[config.mk]
export PLATFORM = sky130hd
export DESIGN_NAME = grid_scan_flat
export DESIGN_NICKNAME = d
export VERILOG_FILES = /design/src/rtl/grid_scan_pkg.sv /design/src/rtl/grid_scan_if.sv /design/src/rtl/grid_scan_vsync_edge.sv /design/src/rtl/grid_scan.sv /design/src/flat_wrapper.sv
export SDC_FILE = /design/constraint.sdc
export NUM_CORES = 2
export LEC_CHECK = 0
export ABC_AREA = 1
export CAP_MARGIN = 5
export CORE_ASPECT_RATIO = 0.8
export CORE_MARGIN = 4
export CORE_UTILIZATION = 30
export DETAILED_ROUTE_END_ITERATION = 6
export HOLD_SLACK_MARGIN = 0.08
export PLACE_DENSITY = 0.48
export RECOVER_POWER = 25
export SYNTH_ARGS = -nofsm -noshare
export SYNTH_HDL_FRONTEND = slang
export SYNTH_SLANG_ARGS = --single-unit
[constraint.sdc]
create_clock -name clock -period 2 [get_ports clock]
set_input_delay 0.3 -clock clock [delete_from_list [all_inputs] [get_ports clock]]
set_output_delay 0.3 -clock clock [all_outputs]
set_load 0.03 [all_outputs]
[src/rtl/grid_scan_pkg.sv]
// Shared game constants for the kitchen grid: object codes, grid dimensions,
// tile geometry and a helper that maps a tile index to its screen origin.
package grid_scan_pkg;

   localparam int GRID_COLS  = 13;
   localparam int GRID_ROWS  = 8;
   localparam int TILE_SIZE  = 32;
   localparam int TILE_SHIFT = 5;
   localparam int FRAME_W    = 8;

   typedef enum logic [3:0] {
      G_EMPTY         = 4'd0,
      G_COUNTER       = 4'd1,
      G_CUTTING_BOARD = 4'd2,
      G_STOVE         = 4'd3,
      G_POT           = 4'd4,
      G_PLATE         = 4'd5,
      G_SINK          = 4'd6,
      G_TRASH         = 4'd7,
      G_FIRE          = 4'd8,
      G_EXTINGUISHER  = 4'd9
   } grid_obj_e;

   typedef logic [GRID_ROWS-1:0][GRID_COLS-1:0][3:0] grid_t;

   typedef struct packed {
      logic [10:0] hcount;
      logic [9:0]  vcount;
      logic        hsync;
      logic        vsync;
      logic        blank;
      logic        in_grid;
      logic [3:0]  col;
      logic [2:0]  row;
      logic [4:0]  u;
      logic [4:0]  v;
   } stage1_t;

   // Screen coordinate of the first pixel of tile 'idx' along one axis.
   function automatic logic [10:0] tile_origin(input logic [10:0] base,
                                               input logic [3:0]  idx);
      return base + {2'b00, idx, 5'b00000};
   endfunction

endpackage

[src/rtl/grid_scan_if.sv]
// Pixel-timing and grid bundle between the video timing source, the grid
// scanner and the graphics compositor.
interface grid_scan_if;
   import grid_scan_pkg::*;

   // Free-running pixel stream: no valid/ready; every clock carries one pixel
   // and every output reflects the pixel presented two clocks earlier.
   logic [10:0] hcount;
   logic [9:0]  vcount;
   logic        hsync;
   logic        vsync;
   logic        blank;
   grid_t       object_grid;
   grid_t       time_grid;

   logic [3:0]  tile_obj;
   logic [3:0]  tile_time;
   logic [4:0]  tile_u;
   logic [4:0]  tile_v;
   logic [10:0] tile_x;
   logic [9:0]  tile_y;
   logic        in_grid;
   logic [10:0] hcount_out;
   logic [9:0]  vcount_out;
   logic        hsync_out;
   logic        vsync_out;
   logic        blank_out;
   logic [1:0]  anim_phase;

   modport slave (
      input  hcount, vcount, hsync, vsync, blank, object_grid, time_grid,
      output tile_obj, tile_time, tile_u, tile_v, tile_x, tile_y, in_grid,
             hcount_out, vcount_out, hsync_out, vsync_out, blank_out, anim_phase
   );

   modport master (
      output hcount, vcount, hsync, vsync, blank, object_grid, time_grid,
      input  tile_obj, tile_time, tile_u, tile_v, tile_x, tile_y, in_grid,
             hcount_out, vcount_out, hsync_out, vsync_out, blank_out, anim_phase
   );

endinterface

[src/rtl/grid_scan_vsync_edge.sv]
// Registered falling-edge detector on vsync; marks the start of each frame.
module vsync_edge (
   input  logic clock,
   input  logic reset,
   input  logic vsync,
   output logic fall
);

   logic vsync_q;

   // Resets high so the first genuine falling edge after reset is seen.
   always_ff @(posedge clock) begin
      if (!reset) vsync_q <= 1'b1;
      else        vsync_q <= vsync;
   end

   assign fall = reset & vsync_q & ~vsync;

endmodule

[src/rtl/grid_scan.sv]
// Two-stage grid scanner: maps each pixel to its kitchen tile and looks up
// the per-frame snapshot of object codes and timers for that tile.
module grid_scan
   import grid_scan_pkg::*;
#(
   parameter int GRID_X0  = 112,
   parameter int GRID_Y0  = 112,
   parameter int NUM_COLS = 13,
   parameter int NUM_ROWS = 8,
   parameter int ANIM_DIV = 8
) (
   input  logic       clock,
   input  logic       reset,
   grid_scan_if.slave bus
);

   localparam int X_END = GRID_X0 + TILE_SIZE * NUM_COLS;
   localparam int Y_END = GRID_Y0 + TILE_SIZE * NUM_ROWS;

   logic [8:0]         dx;
   logic [7:0]         dy;
   logic               in_grid_c;
   stage1_t            s1_next;
   stage1_t            s1;
   grid_t              snap_obj;
   grid_t              snap_time;
   logic               frame_fall;
   logic [FRAME_W-1:0] frame_cnt;
   logic [1:0]         anim_q;

   vsync_edge u_vsync_edge (
      .clock (clock),
      .reset (reset),
      .vsync (bus.vsync),
      .fall  (frame_fall)
   );

   // Only the low bits of the offsets are needed, so narrow subtractions suffice.
   assign dx = bus.hcount[8:0] - 9'(GRID_X0);
   assign dy = bus.vcount[7:0] - 8'(GRID_Y0);

   always_comb begin
      in_grid_c = (32'(bus.hcount) >= 32'(GRID_X0)) && (32'(bus.hcount) < 32'(X_END)) &&
                  (32'(bus.vcount) >= 32'(GRID_Y0)) && (32'(bus.vcount) < 32'(Y_END));
      s1_next         = '0;
      s1_next.hcount  = bus.hcount;
      s1_next.vcount  = bus.vcount;
      s1_next.hsync   = bus.hsync;
      s1_next.vsync   = bus.vsync;
      s1_next.blank   = bus.blank;
      s1_next.in_grid = in_grid_c;
      s1_next.col     = dx[8:5];
      s1_next.u       = dx[4:0];
      s1_next.row     = dy[7:5];
      s1_next.v       = dy[4:0];
   end

   always_ff @(posedge clock) begin
      if (!reset) begin
         s1       <= '0;
         s1.hsync <= 1'b1;
         s1.vsync <= 1'b1;
         s1.blank <= 1'b1;
      end else begin
         s1 <= s1_next;
      end
   end

   // Grid state is frozen once per frame so a frame never shows a half update.
   always_ff @(posedge clock) begin
      if (!reset) begin
         snap_obj  <= {GRID_ROWS*GRID_COLS{G_EMPTY}};
         snap_time <= '0;
         frame_cnt <= '0;
         anim_q    <= '0;
      end else if (frame_fall) begin
         snap_obj  <= bus.object_grid;
         snap_time <= bus.time_grid;
         if (frame_cnt == FRAME_W'(ANIM_DIV - 1)) begin
            frame_cnt <= '0;
            anim_q    <= anim_q + 2'd1;
         end else begin
            frame_cnt <= frame_cnt + 1'b1;
         end
      end
   end

   assign bus.anim_phase = anim_q;

   always_ff @(posedge clock) begin
      if (!reset) begin
         bus.tile_obj   <= '0;
         bus.tile_time  <= '0;
         bus.tile_u     <= '0;
         bus.tile_v     <= '0;
         bus.tile_x     <= '0;
         bus.tile_y     <= '0;
         bus.in_grid    <= 1'b0;
         bus.hcount_out <= '0;
         bus.vcount_out <= '0;
         bus.hsync_out  <= 1'b1;
         bus.vsync_out  <= 1'b1;
         bus.blank_out  <= 1'b1;
      end else begin
         bus.hcount_out <= s1.hcount;
         bus.vcount_out <= s1.vcount;
         bus.hsync_out  <= s1.hsync;
         bus.vsync_out  <= s1.vsync;
         bus.blank_out  <= s1.blank;
         bus.in_grid    <= s1.in_grid;
         // Blanking is left to the compositor; tile data is never gated here.
         if (s1.in_grid) begin
            bus.tile_obj  <= snap_obj[s1.row][s1.col];
            bus.tile_time <= snap_time[s1.row][s1.col];
            bus.tile_u    <= s1.u;
            bus.tile_v    <= s1.v;
            bus.tile_x    <= tile_origin(11'(GRID_X0), s1.col);
            bus.tile_y    <= 10'(tile_origin(11'(GRID_Y0), {1'b0, s1.row}));
         end else begin
            bus.tile_obj  <= '0;
            bus.tile_time <= '0;
            bus.tile_u    <= '0;
            bus.tile_v    <= '0;
            bus.tile_x    <= '0;
            bus.tile_y    <= '0;
         end
      end
   end

endmodule

[src/flat_wrapper.sv]
// flat-port wrapper written by rule: the top's interface ports become plain ports
module grid_scan_flat import grid_scan_pkg::*;
#(
   parameter int GRID_X0  = 112,
   parameter int GRID_Y0  = 112,
   parameter int NUM_COLS = 13,
   parameter int NUM_ROWS = 8,
   parameter int ANIM_DIV = 8
)
  (clock, reset, bus_hcount, bus_vcount, bus_hsync, bus_vsync, bus_blank, bus_object_grid, bus_time_grid, bus_tile_obj, bus_tile_time, bus_tile_u, bus_tile_v, bus_tile_x, bus_tile_y, bus_in_grid, bus_hcount_out, bus_vcount_out, bus_hsync_out, bus_vsync_out, bus_blank_out, bus_anim_phase);
  grid_scan_if bus_i ();
  input  logic clock;
  input  logic reset;
  input wire logic [$bits(bus_i.hcount)-1:0] bus_hcount;
  input wire logic [$bits(bus_i.vcount)-1:0] bus_vcount;
  input wire logic [$bits(bus_i.hsync)-1:0] bus_hsync;
  input wire logic [$bits(bus_i.vsync)-1:0] bus_vsync;
  input wire logic [$bits(bus_i.blank)-1:0] bus_blank;
  input wire logic [$bits(bus_i.object_grid)-1:0] bus_object_grid;
  input wire logic [$bits(bus_i.time_grid)-1:0] bus_time_grid;
  output wire logic [$bits(bus_i.tile_obj)-1:0] bus_tile_obj;
  output wire logic [$bits(bus_i.tile_time)-1:0] bus_tile_time;
  output wire logic [$bits(bus_i.tile_u)-1:0] bus_tile_u;
  output wire logic [$bits(bus_i.tile_v)-1:0] bus_tile_v;
  output wire logic [$bits(bus_i.tile_x)-1:0] bus_tile_x;
  output wire logic [$bits(bus_i.tile_y)-1:0] bus_tile_y;
  output wire logic [$bits(bus_i.in_grid)-1:0] bus_in_grid;
  output wire logic [$bits(bus_i.hcount_out)-1:0] bus_hcount_out;
  output wire logic [$bits(bus_i.vcount_out)-1:0] bus_vcount_out;
  output wire logic [$bits(bus_i.hsync_out)-1:0] bus_hsync_out;
  output wire logic [$bits(bus_i.vsync_out)-1:0] bus_vsync_out;
  output wire logic [$bits(bus_i.blank_out)-1:0] bus_blank_out;
  output wire logic [$bits(bus_i.anim_phase)-1:0] bus_anim_phase;
  assign bus_i.hcount = bus_hcount;
  assign bus_i.vcount = bus_vcount;
  assign bus_i.hsync = bus_hsync;
  assign bus_i.vsync = bus_vsync;
  assign bus_i.blank = bus_blank;
  assign bus_i.object_grid = bus_object_grid;
  assign bus_i.time_grid = bus_time_grid;
  assign bus_tile_obj = bus_i.tile_obj;
  assign bus_tile_time = bus_i.tile_time;
  assign bus_tile_u = bus_i.tile_u;
  assign bus_tile_v = bus_i.tile_v;
  assign bus_tile_x = bus_i.tile_x;
  assign bus_tile_y = bus_i.tile_y;
  assign bus_in_grid = bus_i.in_grid;
  assign bus_hcount_out = bus_i.hcount_out;
  assign bus_vcount_out = bus_i.vcount_out;
  assign bus_hsync_out = bus_i.hsync_out;
  assign bus_vsync_out = bus_i.vsync_out;
  assign bus_blank_out = bus_i.blank_out;
  assign bus_anim_phase = bus_i.anim_phase;
  grid_scan #(.GRID_X0(GRID_X0), .GRID_Y0(GRID_Y0), .NUM_COLS(NUM_COLS), .NUM_ROWS(NUM_ROWS), .ANIM_DIV(ANIM_DIV)) u_core (.clock(clock), .reset(reset), .bus(bus_i));
endmodule
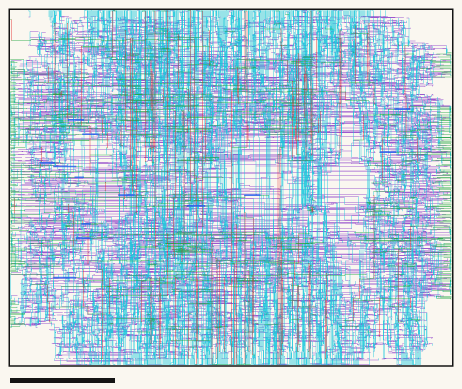
Fig. 1. Metal layers overlaid.
Scale bar: 100 µm.
[green] metal 3 | wire length: 12,500 µm
[purple] metal 1 | wire length: 92.1 mm
[cyan] metal 2 | wire length: 94.4 mm
[blue] metal 5 | wire length: 179 µm
[red] metal 4 | wire length: 7,750 µm
Avg WL per Cell: 23.3 µm
Vias: 43,142
GR Util All Layers: 0.278
drt total wl: 207,000 µm

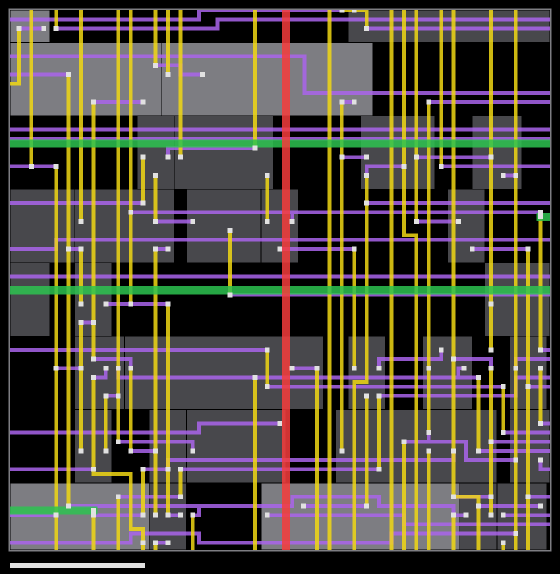
Fig. 2. A small window of the routed layout.
Scale bar: 5 µm. Region (200, 226) to (220, 246) µm. Cells in gray, sequential cells in the stronger gray; small squares are vias.
[green] metal 3
[yellow] metal 2
[purple] metal 1
[red] metal 4
cells with their middle in the window: 28
netlist names of flops here include: u_core.s1 (2), u_core.snap_obj (2)
sequential cells in the window: 4
most frequent: nand2_1 (6), clkdlybuf4s50_1 (5), nand3_1 (3)

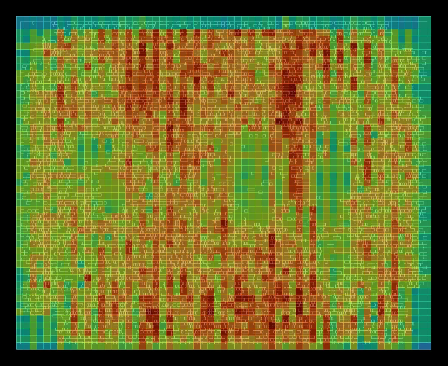
Fig. 3. Track usage over the die.
most used routing layer: met2
Final Util: 0.444
met3 track demand over resource: 0.0486
grt met1 use: 0.375

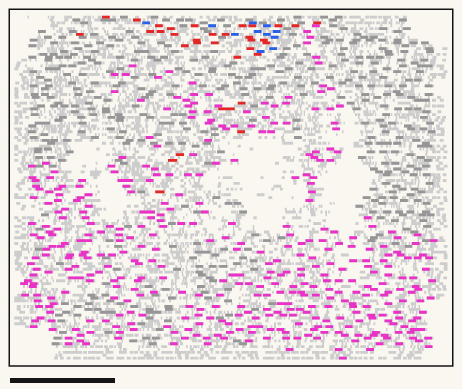
Fig. 4. Sequential cells grouped by signal name.
Scale bar: 100 µm. Other sequential cells in the stronger gray, the rest of the logic in the fainter gray.
[blue] u_core.bus.hcount_out | flops: 11 | where: north
[magenta] u_core.snap_obj | flops: 416
[red] u_core.s1 | flops: 34 | where: north
not colored: 468

==> reports/metrics.yaml <==
layout.cells.non_filler: 8868
synth_chip_area_um2: 40700
seq_area_um2: 18600
clk_path_buf_depth: 3
drive_gt1_frac: 0.122
die_h_um: 337
critPathKind: "flop to flop"
setup_viol: 10
clk_latency_ps: 730
synth_area_per_cell_um2: 6.81
cts_buffers: 106
routed_via_density: 4.86
holdWs_ps: 120
setup_slack_ps: -105
layout_top_cells: "nand2_1 (1,377), dfxtp_1 (924), clkdlybuf4s50_1 (856)"
rsz0062_at_grt: "yes"
powerDensity_nw_per_um2: 837
synthToLayoutAreaGrowth_pct: 46.5
area_leaders: "dfxtp_1 (46%), nand2_1 (14%), o21ai_0 (8.7%), a21oi_1 (8.6%), inv_1 (6.9%)"
p_total_w: 0.0499
comb_cells: 3842
grt_pass1_wl_um: 286000
power.leakage_nw: 26.0
die-area_um2: 142000
dp_hpwl_um: 157000
taps: 1769
die_x_um: 420
ant_nets: 0
edf_count: 0
cp-startpoint: "u_core.s1[10]"
topCombFamilyByArea: "simple AND/OR/NAND/NOR gates"
cp-start-kind: "flop"
max_stage_delay_ps: 450
crit_arrival_ps: 2720
logic_area_um2: 18300
drt-met1-wl_um: 92100
layout.nonclk_buf_frac: 0.233
warnings: 28
ff_count: 929
max_slew_margin: 0.496
core_area_um2: 134000
clkPwrFrac: 0.404
rr_startpoint: "u_core.s1[10]"
top_layer_used: "met5"
skew_ps: 27.1
placed_cells: 8567
fin_setup_tns_ps: -691
antenna_cells: 51
cts.repair.resized: 292
end_kind: "flop"
combinationalPower_w: 0.00964
fin_crit_ps: 2100
mux_share: 0
grt_pass1_vias: 41203
root_buffer: "clkbuf_16"
min_period_over_period: 1.05
dpl-instance-area_um2: 53900
pwr-share-seq: 0.403
failed_checks: "negative setup slack"
r2r_end: "u_core.bus.tile_time[3]"
synth_warnings: 0
clock_sinks: 929
ys_sh_aoi: 0.176
intPower_w: 0.0357
rrSetupSlack_ps: -100
synthDominantCellAreaShare: 0.457
synth-seq-area-share: 0.457
first_pass_iters: 6
wl_met2_um: 94400
run_status: "complete, but fails checks"
nets: 7832
io_buffers: 913
synth-main-ff-cell: "dfxtp_1"
cts_tree: "built"
place_ws_ps: -370
design_area_um2: 59600
p_sw_frac: 0.285
dominant_cells: "sequential cells"
drt_iter0_markers: 3760
crit_top_cell: "nand2_1"
critical path: cells and delay by family (launching register included):
kind	cells	cell delay, ps
simple gates	10	800
buf+inv	6	750
flops	1	450
cell families (layout without fill, tap and decap cells):
| group | Yosys count | in the layout |
|---|---|---|
| compound gates | 1424 | 1424 |
| xor+xnor | 2 | 2 |
| fa+ha+maj | 5 | 5 |
| buf+inv | 1211 | 2277 |
| flops | 929 | 929 |
| other cells | 1 | 61 |
| simple gates | 2401 | 2401 |
worst min-delay path by stage:
stage               cells after the start               start                        to
floorplan                               1       bus_vcount[4]              u_core.s1[4]
global placement                        1       u_core.s1[20]      u_core.bus.hsync_out
detailed placement                      2       u_core.s1[37]  u_core.bus.hcount_out[6]
CTS                                     3  bus_time_grid[206]     u_core.snap_time[206]
global route                            3  bus_time_grid[398]     u_core.snap_time[398]
finish                                  3  bus_time_grid[409]     u_core.snap_time[409]
synthesized netlist by cell type, types with 5 or more instances:
library cell,count
a21oi_1,698
buf_1,30
buf_2,161
buf_4,22
buf_6,14
clkbuf_1,231
dfxtp_1,929
ha_1,5
inv_1,743
nand2_1,1493
nand3_1,549
nor2_1,278
nor3_1,56
nor3_2,6
o211ai_1,10
o21ai_0,703
o21ai_1,11
or2_2,7
flip-flops by register name, summed over array words and instances, names as in the netlist:
name	cells
u_core.snap_time	416
u_core.bus.hsync_out	1
u_core.snap_obj	416
u_core.frame_cnt	8
u_core.s1	34
u_core.bus.in_grid	1
u_core.bus.hcount_out	11
u_core.bus.vsync_out	1
u_core.bus.tile_u	5
u_core.bus.tile_time	4
u_core.bus.tile_x	6
u_core.bus.blank_out	1
u_core.bus.tile_v	5
u_core.bus.anim_phase	2
u_core.bus.vcount_out	10
u_core.bus.tile_obj	4
u_core.bus.tile_y	4
Power figures rest on the tool's default switching activity, not on a simulated workload.
